==> images/port_nets.png <==
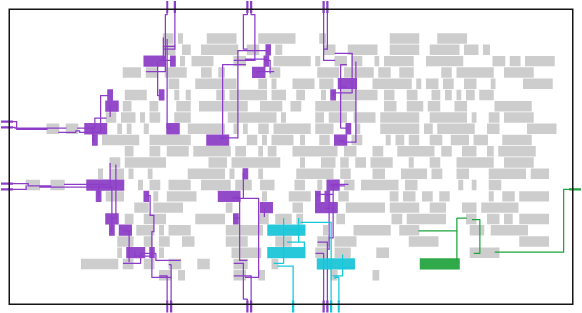
==> images/metal_stack.png <==
Bar = 50 um.
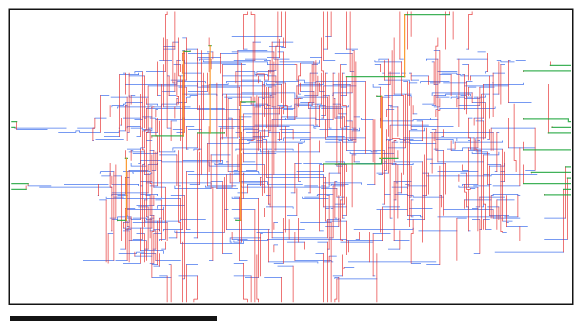
==> images/clock_map.png <==
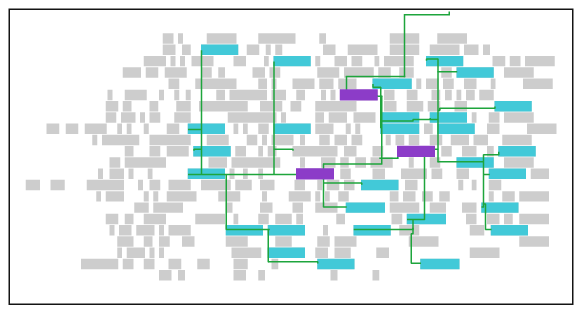
==> images/final_placement.png <==
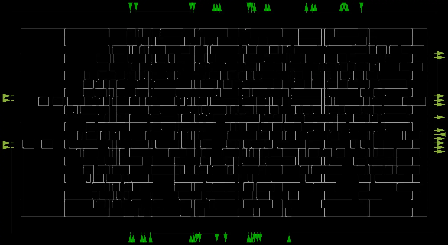
==> images/pins.png <==
Pins as bars across the die edge, other pins in gray.
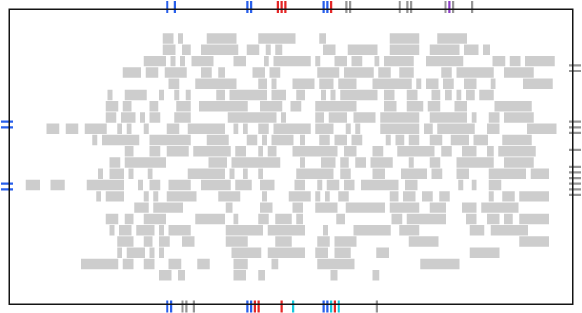
$ cat src/rtl/logic_gate_nway_reg.sv
// Registered N-way bitwise gate (AND/OR/XOR/NAND/NOR/XNOR/NOT/PASS) behind a one-entry valid/ready stage.
// Optional REDUCE_OUT_EN adds registered y_any/y_all reductions of the result.

module logic_gate_nway_lane #(
   parameter int N_IN = 2
) (
   input  logic [N_IN-1:0] i_bits,
   input  logic [2:0]      i_op,
   output logic            o_bit
);
   always_comb begin
      o_bit = i_bits[0];
      case (i_op)
         3'd0:    o_bit =  (&i_bits);
         3'd1:    o_bit =  (|i_bits);
         3'd2:    o_bit =  (^i_bits);
         3'd3:    o_bit = ~(&i_bits);
         3'd4:    o_bit = ~(|i_bits);
         3'd5:    o_bit = ~(^i_bits);
         3'd6:    o_bit = ~i_bits[0];
         default: o_bit =  i_bits[0];
      endcase
   end
endmodule

module logic_gate_nway_reg #(
   parameter int WIDTH = 8,
   parameter int N_IN  = 2,
   parameter int CNT_W = 16
) (
   input  logic                  i_clk,
   input  logic                  i_rst_n,
   input  logic                  i_in_valid,
   output logic                  o_in_ready,
   input  logic [2:0]            i_op,
   input  logic [WIDTH*N_IN-1:0] i_a,
   output logic                  o_out_valid,
   input  logic                  i_out_ready,
   output logic [WIDTH-1:0]      o_y,
   output logic [2:0]            o_y_op,
   output logic [CNT_W-1:0]      o_acc_cnt
`ifdef REDUCE_OUT_EN
   ,
   output logic                  o_y_any,
   output logic                  o_y_all
`endif
);
   logic [N_IN-1:0][WIDTH-1:0] w_opnd;
   logic [WIDTH-1:0][N_IN-1:0] w_lane_bits;
   logic [WIDTH-1:0]           w_res;
   logic                       w_accept;

   logic                       r_out_valid;
   logic [WIDTH-1:0]           r_y;
   logic [2:0]                 r_y_op;
   logic [CNT_W-1:0]           r_acc_cnt;

   assign w_opnd     = i_a;
   assign o_in_ready = !r_out_valid || i_out_ready;
   assign w_accept   = i_in_valid && o_in_ready;

   // Transpose operands so each lane sees bit b of every operand.
   for (genvar b = 0; b < WIDTH; b++) begin : g_lane
      for (genvar k = 0; k < N_IN; k++) begin : g_bit
         assign w_lane_bits[b][k] = w_opnd[k][b];
      end
      logic_gate_nway_lane #(.N_IN(N_IN)) u_lane (
         .i_bits (w_lane_bits[b]),
         .i_op   (i_op),
         .o_bit  (w_res[b])
      );
   end

   always_ff @(posedge i_clk or negedge i_rst_n) begin
      if (!i_rst_n) begin
         r_out_valid <= 1'b0;
         r_y         <= '0;
         r_y_op      <= '0;
         r_acc_cnt   <= '0;
      end else begin
         if (w_accept) begin
            r_out_valid <= 1'b1;
            r_y         <= w_res;
            r_y_op      <= i_op;
            r_acc_cnt   <= r_acc_cnt + CNT_W'(1);
         end else if (i_out_ready) begin
            r_out_valid <= 1'b0;
         end
      end
   end

   assign o_out_valid = r_out_valid;
   assign o_y         = r_y;
   assign o_y_op      = r_y_op;
   assign o_acc_cnt   = r_acc_cnt;

`ifdef REDUCE_OUT_EN
   logic r_y_any, r_y_all;

   always_ff @(posedge i_clk or negedge i_rst_n) begin
      if (!i_rst_n) begin
         r_y_any <= 1'b0;
         r_y_all <= 1'b0;
      end else if (w_accept) begin
         r_y_any <= |w_res;
         r_y_all <= &w_res;
      end
   end

   assign o_y_any = r_y_any;
   assign o_y_all = r_y_all;
`endif

endmodule

$ cat config.mk
export PLATFORM = sky130hd
export DESIGN_NAME = logic_gate_nway_reg
export DESIGN_NICKNAME = d
export VERILOG_FILES = /design/src/rtl/logic_gate_nway_reg.sv
export SDC_FILE = /design/constraint.sdc
export NUM_CORES = 1
export LEC_CHECK = 0
export ABC_CLOCK_PERIOD_IN_PS = 1350
export CELL_PAD_IN_SITES_DETAIL_PLACEMENT = 1
export CELL_PAD_IN_SITES_GLOBAL_PLACEMENT = 2
export CORE_ASPECT_RATIO = 0.5
export CORE_MARGIN = 3
export CORE_UTILIZATION = 25
export CTS_CLUSTER_SIZE = 40
export DETAILED_ROUTE_END_ITERATION = 8
export HOLD_SLACK_MARGIN = 0.06
export PLACE_DENSITY = 0.8
export RECOVER_POWER = 50
export SYNTH_ARGS = -nofsm -noshare
export SYNTH_HDL_FRONTEND = slang
export SYNTH_HIERARCHICAL = 1
export SYNTH_SLANG_ARGS = --single-unit
$ cat constraint.sdc
create_clock -name i_clk -period 1.35 [get_ports i_clk]
set_input_delay 0.27 -clock i_clk [delete_from_list [all_inputs] [get_ports i_clk]]
set_output_delay 0.27 -clock i_clk [all_outputs]
set_load 0.05 [all_outputs]
==> results.py <==
# Generated from Yosys and OpenROAD reports
metrics = {
    "run_status": {
        "status": "completed",
    },
    "timing": {
        "slew_viol_final": 0,
        "rsz0062_at_grt": "true",
        "tightest_slew_ns": 0.756,
        "slew_headroom_pct": 49.6,
        "max_freq_mhz": 754,
        "period_used_pct": 98.2,
        "setup_viol": 0,
        "fin_crit_ns": 1.33,
        "hold_ws_ns": 0.344,
        "layout_setup_ws_ns": 0.0243,
        "tns_ns": 0,
    },
    "grt": {
        "top_usage_layer": "met2",
        "antenna_found_initial": 0,
        "grt_max_degree": 32,
        "overflow": 0,
        "grt_use_met3_pct": 1.99,
        "grt_use_met2_pct": 27.4,
    },
    "power": {
        "power.total_w": 0.00425,
        "p_clk_share_pct": 21.2,
        "powerDensity_nw_per_um2": 1180,
        "seq_cell_power_w": 0.00114,
        "p_leak_nw": 1.64,
        "vdd_drop_max_mv": 0.617,
        "switchingPower_w": 0.00161,
        "powerComb_w": 0.00221,
        "largestPowerGroup": "combinational logic",
        "p_comb_share_pct": 51.9,
    },
    "clock_tree": {
        "root_buffer": "clkbuf_16",
        "htreeDepth": 1,
        "cts.sinks": 28,
        "cts_tree": "yes",
        "cts_made_buffers": 3,
    },
    "logic_synthesis": {
        "top_area_share_pct": 33.4,
        "common_cells": "28 x dfrtp_1, 26 x inv_1, 21 x nand2_1",
        "synthAoiAreaFrac_pct": 11.9,
        "syn_area_um2": 2100,
        "simple_gate_share_pct": 15.5,
        "synthDistinctLibCells": 31,
        "synthArstFlopShare_pct": 100,
        "yosysMostFrequentCell": "dfrtp_1",
        "yosys.area.top_type": "dfrtp_1",
        "synth_cells": 217,
        "synthFlopType": "dfrtp_1",
        "numSynthFlops": 28,
        "ys_top_logic_family": "simple AND/OR/NAND/NOR gates",
    },
    "layout": {
        "layout_top_cell": "buf_4",
        "stdcell_count": 409,
        "flop_area_um2": 708,
        "drive_above_1_share_pct": 45.5,
        "nClkBuffers": 3,
        "nets": 342,
        "stdcell_area_um2": 3610,
        "n_all_buffers": 90,
        "num-nonclk-inverters": 26,
        "largest_class": "multi-input combinational cells",
        "combGateArea_um2": 1480,
        "antenna_cells": 0,
        "nFlopsAndLatches": 28,
        "layout_top_cells": "28 x buf_4, 26 x buf_12, 25 x inv_1",
        "clock_cell_area_share_pct": 2.91,
        "comb_share_pct": 40.9,
    },
    "worst_setup_path": {
        "slowest_stage": "dlygate4sd2_1",
        "r2r_slack_ns": 0.06,
        "crit_chain": "dlygate4sd2_1 -> ha_2 -> nor2_4 -> a2111oi_4 -> a31oi_1 -> o211ai_1 -> mux2_4",
        "cpLargestDelayFamily": "AND-OR/OR-AND gates",
        "cp.arrival_ns": 1.48,
        "rr_startpoint": "o_out_valid",
        "cp_slowest_stage_delay_ns": 0.27,
        "worstSetupStartpointType": "input port",
        "worst-path-max-fanout": 3,
        "cp-end-kind": "flip-flop",
        "critPathLaunch": "i_a[7]",
        "crit_type": "input port to flip-flop",
        "worst-endpoint-required_ns": 1.51,
    },
    "detailed_routing": {
        "viasPerCell": 4.69,
        "wl_met2_um": 3740,
        "drt-met1-wl_um": 2630,
        "drtIter0Drc": 48,
        "first_pass_iters": 4,
        "route.met3.wl_um": 156,
    },
    "min_path": {
        "worstHoldStart": "i_in_valid",
    },
    "placement": {
        "place_area_um2": 3260,
    },
    "die": {
        "tap_cells": 108,
    },
}
-- port_nets.png (at the start) --
Green marks `o_out_valid`, bits 1, direction output, end cells 1, buffers 2, wire 66.4 um. Purple marks `i_a`, bits 16, direction input, end cells 32, buffers 24, wire 624 um. Cyan marks `o_y_op`, bits 3, direction output, end cells 3, buffers 3, wire 86.3 um.
PortBufs: 51
Ports: 52

-- metal_stack.png (at the start) --
Blue marks met1, wire length 2630 um. Red marks met2, wire length 3740 um. Green marks met3, wire length 157 um. Orange marks met4, wire length 115 um.
GRT Overall Usage: 13.8%
routed wire length: 6650 um
Avg WL per Cell: 16.2 um
routed via count: 1920

-- clock_map.png (at the start) --
Cyan marks flip-flops, count 28. Purple marks cells driving clock nets, count 3. Green marks clock wires, length 420 um.
There are 4 routed clock nets.
worst-skew pair later-pin latency: 0.27 ns
clock skew: 0.00200 ns
clk pwr: 0.000903 W

-- final_placement.png (at the start) --
Core Box Area: 7730 um2
Std-Cell Rows: 22
fraction of area in registers: 19.6%
# fillers: 855

-- pins.png (at the start) --
Blue marks `i_a`, pins 16, direction input, edge 6 bottom, 6 top, 4 left. Purple marks `i_clk`, pins 1, direction input, edge top. Cyan marks `o_y_op`, pins 3, direction output, edge bottom. Red marks `o_y`, pins 8, direction output, edge 4 bottom, 4 top.
All pins by edge: 19 top, 17 bottom, 12 right, 4 left.
Die Wd: 136 um
Die Ht: 70.8 um

==> cell families (layout without fill, tap and decap cells) <==
logic type / after synthesis / after routing
compound gates: 32 / 32
flops: 28 / 28
simple gates: 61 / 61
mux: 20 / 20
fa+ha+maj: 17 / 17
xor+xnor: 23 / 23
buf+inv: 36 / 120
==> what timing repair did <==
action | in CTS | in global routing
endpoints found under the hold margin | 0 | 0
setup endpoints to repair | 19 | 14
cloned | 3 | 0
buffers inserted | 6 | 0
pin swaps | 14 | 3
resized | 54 | 12
hold buffers | 0 | 0
==> path summary, 6_finish.rpt <==
kind | end | depth (start not counted)
worst min register to register | o_y_op[1] | 1
max in group asynchronous | o_out_valid | 2
worst max-delay path | o_y[7] | 7
worst max register to register | o_y_op[2] | 4
worst min-delay path | o_out_valid | 2
min in group asynchronous | o_acc_cnt[8] | 2
No activity file was given, so power comes from the tool's default toggle rates.
